Fig. 1: pin placement
Pins as bars across the die edge, other pins in grey.
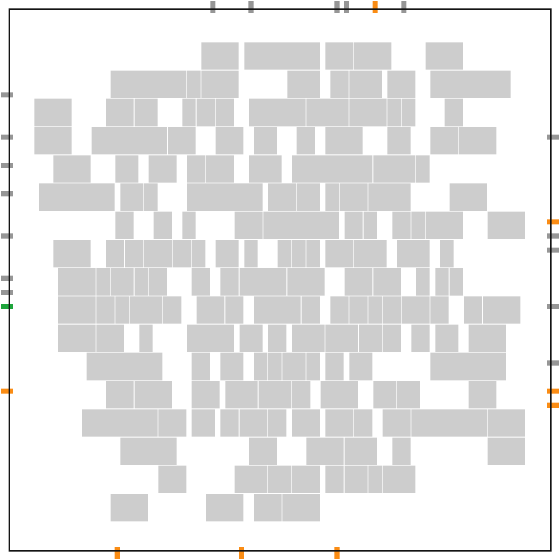
Fig. 2: wiring by layer
Bar = 20 µm.
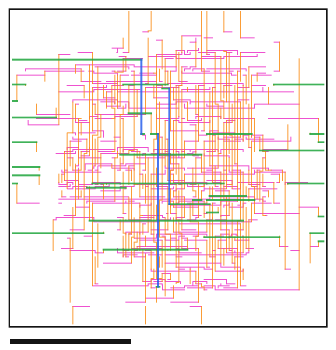
$ cat src/rtl/mod_updown_counter.sv
// rtl/mod_updown_counter.sv - Up/down counter with programmable terminal value, wrap or saturate, boundary pulses and sticky flag
module mod_updown_counter #(
  parameter int unsigned      WIDTH     = 8,
  parameter longint unsigned  MAX_COUNT = (64'd1 << WIDTH) - 64'd1,
  parameter bit               SATURATE  = 1'b0
) (
  input  logic             clk,
  input  logic             rst,
  input  logic             en,
  input  logic             up_dn,
  input  logic             load,
  input  logic [WIDTH-1:0] load_val,
  input  logic             ovf_clr,
  output logic [WIDTH-1:0] count_out,
  output logic             overflow,
  output logic             underflow,
  output logic             ovf_sticky,
  output logic             terminal
);

  localparam logic [WIDTH-1:0] MAX_W   = WIDTH'(MAX_COUNT);
  localparam logic [WIDTH:0]   MAX_EXT = {1'b0, MAX_W};

  logic [WIDTH-1:0] count_q, count_d;
  logic             overflow_q, overflow_d;
  logic             underflow_q, underflow_d;
  logic             sticky_q, sticky_d;

  logic [WIDTH:0] count_ext;
  logic [WIDTH:0] count_inc;
  logic [WIDTH:0] count_dec;

  // One extra bit keeps the boundary checks exact when MAX_COUNT fills the full width.
  assign count_ext = {1'b0, count_q};
  assign count_inc = count_ext + {{WIDTH{1'b0}}, 1'b1};
  assign count_dec = count_ext - {{WIDTH{1'b0}}, 1'b1};

  always_comb begin
    count_d     = count_q;
    overflow_d  = 1'b0;
    underflow_d = 1'b0;
    sticky_d    = sticky_q;

    if (load) begin
      count_d = (load_val > MAX_W) ? MAX_W : load_val;
    end else if (en) begin
      if (up_dn) begin
        if (count_inc > MAX_EXT) begin
          overflow_d = 1'b1;
          count_d    = SATURATE ? MAX_W : '0;
        end else begin
          count_d = count_inc[WIDTH-1:0];
        end
      end else begin
        if (count_dec[WIDTH]) begin
          underflow_d = 1'b1;
          count_d     = SATURATE ? '0 : MAX_W;
        end else begin
          count_d = count_dec[WIDTH-1:0];
        end
      end
    end

    // A new event beats a simultaneous clear.
    if (overflow_d || underflow_d) begin
      sticky_d = 1'b1;
    end else if (ovf_clr) begin
      sticky_d = 1'b0;
    end
  end

  always_ff @(posedge clk) begin
    if (rst) begin
      count_q     <= '0;
      overflow_q  <= 1'b0;
      underflow_q <= 1'b0;
      sticky_q    <= 1'b0;
    end else begin
      count_q     <= count_d;
      overflow_q  <= overflow_d;
      underflow_q <= underflow_d;
      sticky_q    <= sticky_d;
    end
  end

  assign count_out  = count_q;
  assign overflow   = overflow_q;
  assign underflow  = underflow_q;
  assign ovf_sticky = sticky_q;
  assign terminal   = up_dn ? (count_q == MAX_W) : (count_q == '0);

endmodule

$ cat config.mk
export PLATFORM = sky130hd
export DESIGN_NAME = mod_updown_counter
export DESIGN_NICKNAME = d
export VERILOG_FILES = /design/src/rtl/mod_updown_counter.sv
export SDC_FILE = /design/constraint.sdc
export NUM_CORES = 1
export LEC_CHECK = 0
export CAP_MARGIN = 5
export CORE_MARGIN = 2
export CORE_UTILIZATION = 45
export CTS_CLUSTER_SIZE = 24
export DETAILED_ROUTE_END_ITERATION = 7
export GPL_ROUTABILITY_DRIVEN = 0
export PLACE_DENSITY_LB_ADDON = 0.25
export SYNTH_ARGS = -nofsm -noshare
export SYNTH_HDL_FRONTEND = slang
export SYNTH_SLANG_ARGS = --single-unit
$ cat constraint.sdc
create_clock -name clk -period 2.8 [get_ports clk]
set_input_delay 0.84 -clock clk [delete_from_list [all_inputs] [get_ports clk]]
set_output_delay 0.84 -clock clk [all_outputs]
set_load 0.005 [all_outputs]
==> flow_summary_export.csv <==
group,metric,value,unit
floorplan,die_y,52.04,µm
floorplan,die_area,2708,µm²
synthesis,synthesis.area,1038,µm²
layout,diodes,0,
timing,fin_hold_ws,622.1,ps
global_routing,grt_start_max_net_pins,20,
synthesis,yosys-stat-area,1038,µm²
layout,mostFrequentLayoutCells,"clkdlybuf4s50_1, buf_4, nor2_1",
synthesis,synth-edff-count,0,
synthesis,synth-adder-area-share,4.819,%
layout,syn2layout_area_growth,35.06,%
synthesis,ys_cells,144,
timing,period_needed,2724,ps
floorplan,rows,17,
power,pwr-share-clk,24.0,%
power,power_leakage,0.5158,nW
placement,io_buffers,25,
power,p_per_area,358.0,nW/µm²
synthesis,synth_top_cell_by_count,"nor2_1",
detailed_routing,drt-total-wl,2873,µm
layout,final_common_cell,"clkdlybuf4s50_1",
layout,drive_gt1_share,17.24,%
power,p_comb,0.204,mW
synthesis,ys_sh_simple,34.94,%
power,pg_seq,0.177,mW
run,drv_cap,0,
power,power-top-group,"combinational logic",
timing,fin_crit_sh,97.30,%
synthesis,topCellsByArea,"dfxtp_1, o21ai_0, a21oi_1, ha_1, nor2_1",
power,power_frac_comb,40.7,%
run_status,run_status,"finished, final reports clean",
layout,fill_cells,188,
synthesis,synth_cell_type_count,41,
setup_path,cp-start-kind,"flip-flop",
global_routing,grt_pass1_vias,1040,
synthesis,post_synth_main_logic_family,"simple AND/OR/NAND/NOR gates",
timing,final.setup_skew,1.149,ps
detailed_routing,drt_iter0_drc,39,
synthesis,ys_sh_mux,0,%
layout,largest_reg_flops,8,
Notes on Fig. 1 above:
[green] `rst` | pins: 1 | direction: input | edge: left
[orange] `count_out` | pins: 8 | direction: output | edge: 3 bottom, 3 right, 1 left, 1 top

Notes on Fig. 2 above:
[green] M3 | wire length: 228 µm
[orange] M2 | wire length: 1380 µm
[magenta] M1 | wire length: 1210 µm
[blue] M4 | wire length: 56.4 µm

## per-stage QoR
step	setup TNS [ps]	util (%)	total power, mW	area (µm²)	cells
detailed placement	-83.72	61.74	0.3781	1353	198
global placement	-69.54	61.74	0.3745	1353	198
CTS	0	63.11	0.4986	1383	202
floorplan	0	-	0.3061	1039	144
finish	0	64.02	0.5021	1403	202
global route	0	64.02	0.5312	1403	202
## final timing paths
kind	endpoint	depth (start not counted)	startpoint
max reg2reg	count_out[6]$_SDFFE_PP0P_	9	count_out[0]$_SDFFE_PP0P_
min	ovf_sticky$_SDFFE_PP0P_	4	ovf_sticky$_SDFFE_PP0P_
max	terminal	5	count_out[4]$_SDFFE_PP0P_
min reg2reg	ovf_sticky$_SDFFE_PP0P_	4	ovf_sticky$_SDFFE_PP0P_
## critical path: cells and delay by family (launching register included)
family,cells,cell delay [ps]
compound gates,1,130
simple gates,3,640
flops,1,320
buf+inv,1,510
## layout make-up
class / count / area (µm²) / area share [%]
inverters: 6 / 26.28 / 1.873
well taps: 28 / 35.03 / 2.498
repair buffers: 38 / 346.6 / 24.71
flip-flops and latches: 11 / 221.5 / 15.79
clock buffers: 4 / 26.28 / 1.873
multi-input cells: 115 / 747.0 / 53.26
## what timing repair did
item | in CTS | in global routing
cloned | 0 | 0
setup endpoints to repair | 1 | 1
gates resized | 3 | 6
hold endpoints to repair | 0 | 0
pin swaps | 0 | 1
## layer usage
| metal | vias to the layer above | track usage [%] | share of wire (%) |
|---|---|---|---|
| met2 | 52 | 41.35 | 48 |
| met3 | 6 | 4.598 | 7.9 |
| met4 | 0 | 10.09 | 1.9 |
| met1 | 539 | 29.00 | 42 |
| li1 | 584 | - | - |
| met5 | - | 0 | 0 |
Power and IR drop assume default switching activity.
